===== src/rtl/ptr_list_queue.sv =====
// Linked-list FIFO of unique pointer values: pushes append at the tail, pops
// take the head; a pointer already in the list is dropped and flagged.
module ptr_list_queue #(
    parameter int N     = 256,
    parameter int W_PTR = $clog2(N)
) (
    input  logic             clk,
    input  logic             rst,
    input  logic [W_PTR-1:0] in_ptr,
    input  logic             in_ptr_vld,
    output logic [W_PTR-1:0] out_ptr,
    output logic             out_ptr_vld,
    input  logic             out_ptr_rdy,
    output logic [W_PTR:0]   count,
    output logic             dup_drop
);

    logic [W_PTR-1:0] head_q, head_d;
    logic [W_PTR-1:0] tail_q, tail_d;
    logic [W_PTR:0]   count_q, count_d;
    logic [N-1:0]     member_q, member_d;
    logic             vld_q;
    logic             dup_q;
    logic [W_PTR-1:0] nxt_q [N];

    logic push_s;
    logic dup_s;
    logic pop_s;
    logic empty_after_s;

    assign push_s = in_ptr_vld & ~member_q[in_ptr];
    assign dup_s  = in_ptr_vld &  member_q[in_ptr];
    assign pop_s  = vld_q & out_ptr_rdy;
    // The new pointer becomes head when nothing older survives this edge.
    assign empty_after_s = (count_q == {(W_PTR+1){1'b0}}) ||
                           (pop_s && (count_q == (W_PTR+1)'(1)));

    // Next-state for head, tail, count and the membership bitmap.
    always_comb begin
        head_d   = head_q;
        tail_d   = tail_q;
        member_d = member_q;
        count_d  = count_q + (W_PTR+1)'(push_s) - (W_PTR+1)'(pop_s);

        if (pop_s) begin
            member_d[head_q] = 1'b0;
            if (count_q != (W_PTR+1)'(1)) begin
                head_d = nxt_q[head_q];
            end else begin
                head_d = head_q;
            end
        end else begin
            member_d = member_q;
        end

        if (push_s) begin
            member_d[in_ptr] = 1'b1;
            tail_d           = in_ptr;
            if (empty_after_s) begin
                head_d = in_ptr;
            end else begin
                head_d = head_d;
            end
        end else begin
            tail_d = tail_q;
        end
    end

    // Control and output registers.
    always_ff @(posedge clk) begin
        if (rst) begin
            head_q   <= {W_PTR{1'b0}};
            tail_q   <= {W_PTR{1'b0}};
            count_q  <= {(W_PTR+1){1'b0}};
            member_q <= {N{1'b0}};
            vld_q    <= 1'b0;
            dup_q    <= 1'b0;
        end else begin
            head_q   <= head_d;
            tail_q   <= tail_d;
            count_q  <= count_d;
            member_q <= member_d;
            vld_q    <= (count_d != {(W_PTR+1){1'b0}});
            dup_q    <= dup_s;
        end
    end

    // Link storage needs no reset: entries are written before they are read.
    always_ff @(posedge clk) begin
        if (!rst && push_s && !empty_after_s) begin
            nxt_q[tail_q] <= in_ptr;
        end
    end

    assign out_ptr     = head_q;
    assign out_ptr_vld = vld_q;
    assign count       = count_q;
    assign dup_drop    = dup_q;

endmodule


===== config.mk =====
export PLATFORM = sky130hd
export DESIGN_NAME = ptr_list_queue
export DESIGN_NICKNAME = d
export VERILOG_FILES = /design/src/rtl/ptr_list_queue.sv
export SDC_FILE = /design/constraint.sdc
export NUM_CORES = 2
export LEC_CHECK = 0
export ABC_AREA = 1
export CAP_MARGIN = 20
export CORE_MARGIN = 2
export CORE_UTILIZATION = 40
export CTS_CLUSTER_DIAMETER = 40
export CTS_CLUSTER_SIZE = 16
export DETAILED_ROUTE_END_ITERATION = 10
export GPL_TIMING_DRIVEN = 0
export HOLD_SLACK_MARGIN = 0.1
export SKIP_LAST_GASP = 1
export SYNTH_ARGS = -nofsm -noshare
export SYNTH_HDL_FRONTEND = slang
export SYNTH_SLANG_ARGS = --single-unit

===== constraint.sdc =====
create_clock -name clk -period 12.4 [get_ports clk]
set_input_delay 2.48 -clock clk [delete_from_list [all_inputs] [get_ports clk]]
set_output_delay 2.48 -clock clk [all_outputs]
set_load 0.05 [all_outputs]

clock_nets.png
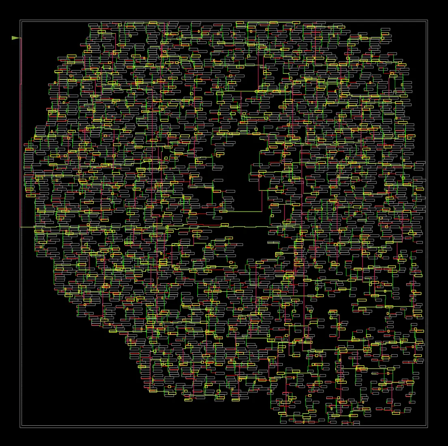
Clock net power: 0.0105 W
TritonCTS buffer count: 378

util_map.png
The die is cut into 25 by 25 equal tiles; white is low, dark blue is high, 0 to 100% covered.
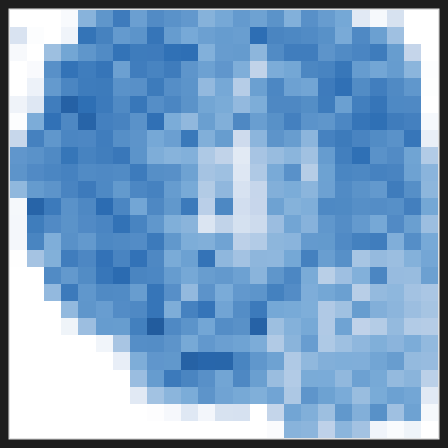
nearly empty tiles = 13%
mean over tiles = 46%
fullest tile = 82%
emptiest ninth of the die = lower left
tiles over 75% full = 1.6%

ff_map.png
Drawn at 1 px/um. Other sequential cells in the stronger grey, the rest of the logic in the fainter grey.
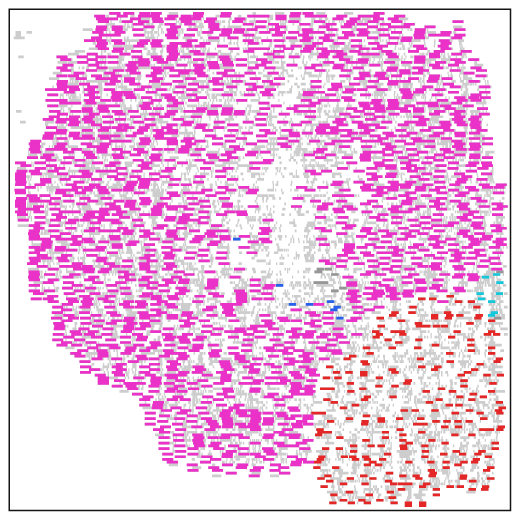
blue -> `out_ptr`  # sequential cells 8
cyan -> `count`  # sequential cells 9, where middle right
magenta -> `nxt_q`  # sequential cells 2048, where spread over the die
red -> `member_q`  # sequential cells 256, where lower right
not coloured = 10

==> deck_impl_summary.md <==
Physical Implementation Snapshot

Power
  – Sw Share: 40.0%
  – Seq power: 0.00866 W
  – Flop pwr share: 30.8%
  – P_comb: 0.00901 W
  – Tot Pwr: 0.0281 W
  – Peak VDD IR: 0.150 mV
  – P_sw: 0.0113 W
  – Clock power share: 37.2%
  – Top pwr grp: clock

Setup path
  – RR Endpoint: out_ptr[0]
  – Cell family with most CP delay: simple AND/OR/NAND/NOR gates
  – R2r setup slk: 6.52 ns
  – Stages on the worst setup path: 30
  – Cells on worst reg2reg path: 19
  – Startpoint Class: input port
  – Worst path max stage delay: 0.93 ns
  – Critical path endpoint: out_ptr_vld
  – Critical path class: input port to register
  – WP buf/inv: 7

Synthesis
  – Xor/xnor share: 0.0534%
  – EDFF count, synth: 2048
  – Basic Gates by Area: 24.7%
  – Mux area share: 0%
  – Top cells by count: nand2_1 (4983), edfxtp_1 (2048), nor2_1 (526)
  – Yosys adder share: 0.173%
  – Top cells, area: edfxtp_1 (63%), nand2_1 (19%), dfxtp_1 (5.8%)
  – Main flop type: edfxtp_1
  – Area share, top type: 62.5%
  – Yosys chip area: 0.0983 mm2
  – Count leader, synth: nand2_1
  – Count of cell types in the netlist: 32
  – Top non-seq family: simple AND/OR/NAND/NOR gates
  – Seq share, synth: 68.3%
  – Post-Syn Instances: 9922
  – AO/OA Area Share: 3.97%

Final layout
  – Inverters: 81
  – Finished layout cell area: 0.118 mm2
  – Clock buf/inv share: 10.6%
  – Register share of the cell area: 57.0%
  – Most frequent cells in the layout: nand2_1 (4983), edfxtp_1 (2048), clkbuf_1 (501)
  – Layout cell share with drive strength beyond 1: 8.70%
  – MI comb area: 0.0285 mm2
  – Non-clock buffering overhead: 4.53%
  – Nets: 10500
  – Leading cell kind: sequential cells
  – Registers: 2331
  – Area grow syn2layout: 19.8%
  – Multi-input gates: 6905
  – Final core utilization: 48.0%

Floorplanning
  – Initial Util: 40.1%
  – Ports: 31
  – Core area: 0.245 mm2
  – Die width: 500 um
  – Tapcell Cnt: 3220

Final timing
  – Fin. Hold Viols: 0
  – WHS: 0.474 ns
  – RSZ-0062 raised after global routing: no
  – Clk_skew: 0.104 ns
  – Worst Tran Pin Value: 1.38 ns
  – Final Max Tran Viols: 0
  – Final Setup Violations: 0
  – Sum Neg Setup Slack: 0 ns

Placement
  – HPWL Detailed: 306000 um
  – Port buffer count: 28
  – Post-DP Area: 0.105 mm2
  – # placed instances: 13300
  – DP Worst Slack: 3.29 ns

Drt
  – Top Metal Used: met5
  – Vias: 81400
  – Wl on met1: 167000 um
  – Vias/cell: 5.79
  – DR WL met3: 60500 um
  – Routed WL: 434000 um
  – WL/cell: 30.9 um

CTS
  – CTS resizes: 0
  – CTS tree: built
  – # hold bufs at CTS: 0
  – # clock sinks: 2331
  – Clock Latency Late Sink: 1.00 ns

Global routing
  – First-pass GRT wire length: 586000 um
  – GRT met2 Usage: 48.9%
  – Met1 usage: 46.3%
  – Initial antenna violation count: 49
  – Grt peak-use layer: met2
  – Maximum number of pins on one net before global-route repair: 142
  – Vias in the first global route: 73900

Hold path
  – Worst hold path class: register to register
  – Worst Hold Depth: 2

Job
  – Log Warnings: 90

Outcome
  – Status: finished, final reports clean
No activity file was given, so power comes from the tool's default toggle rates.
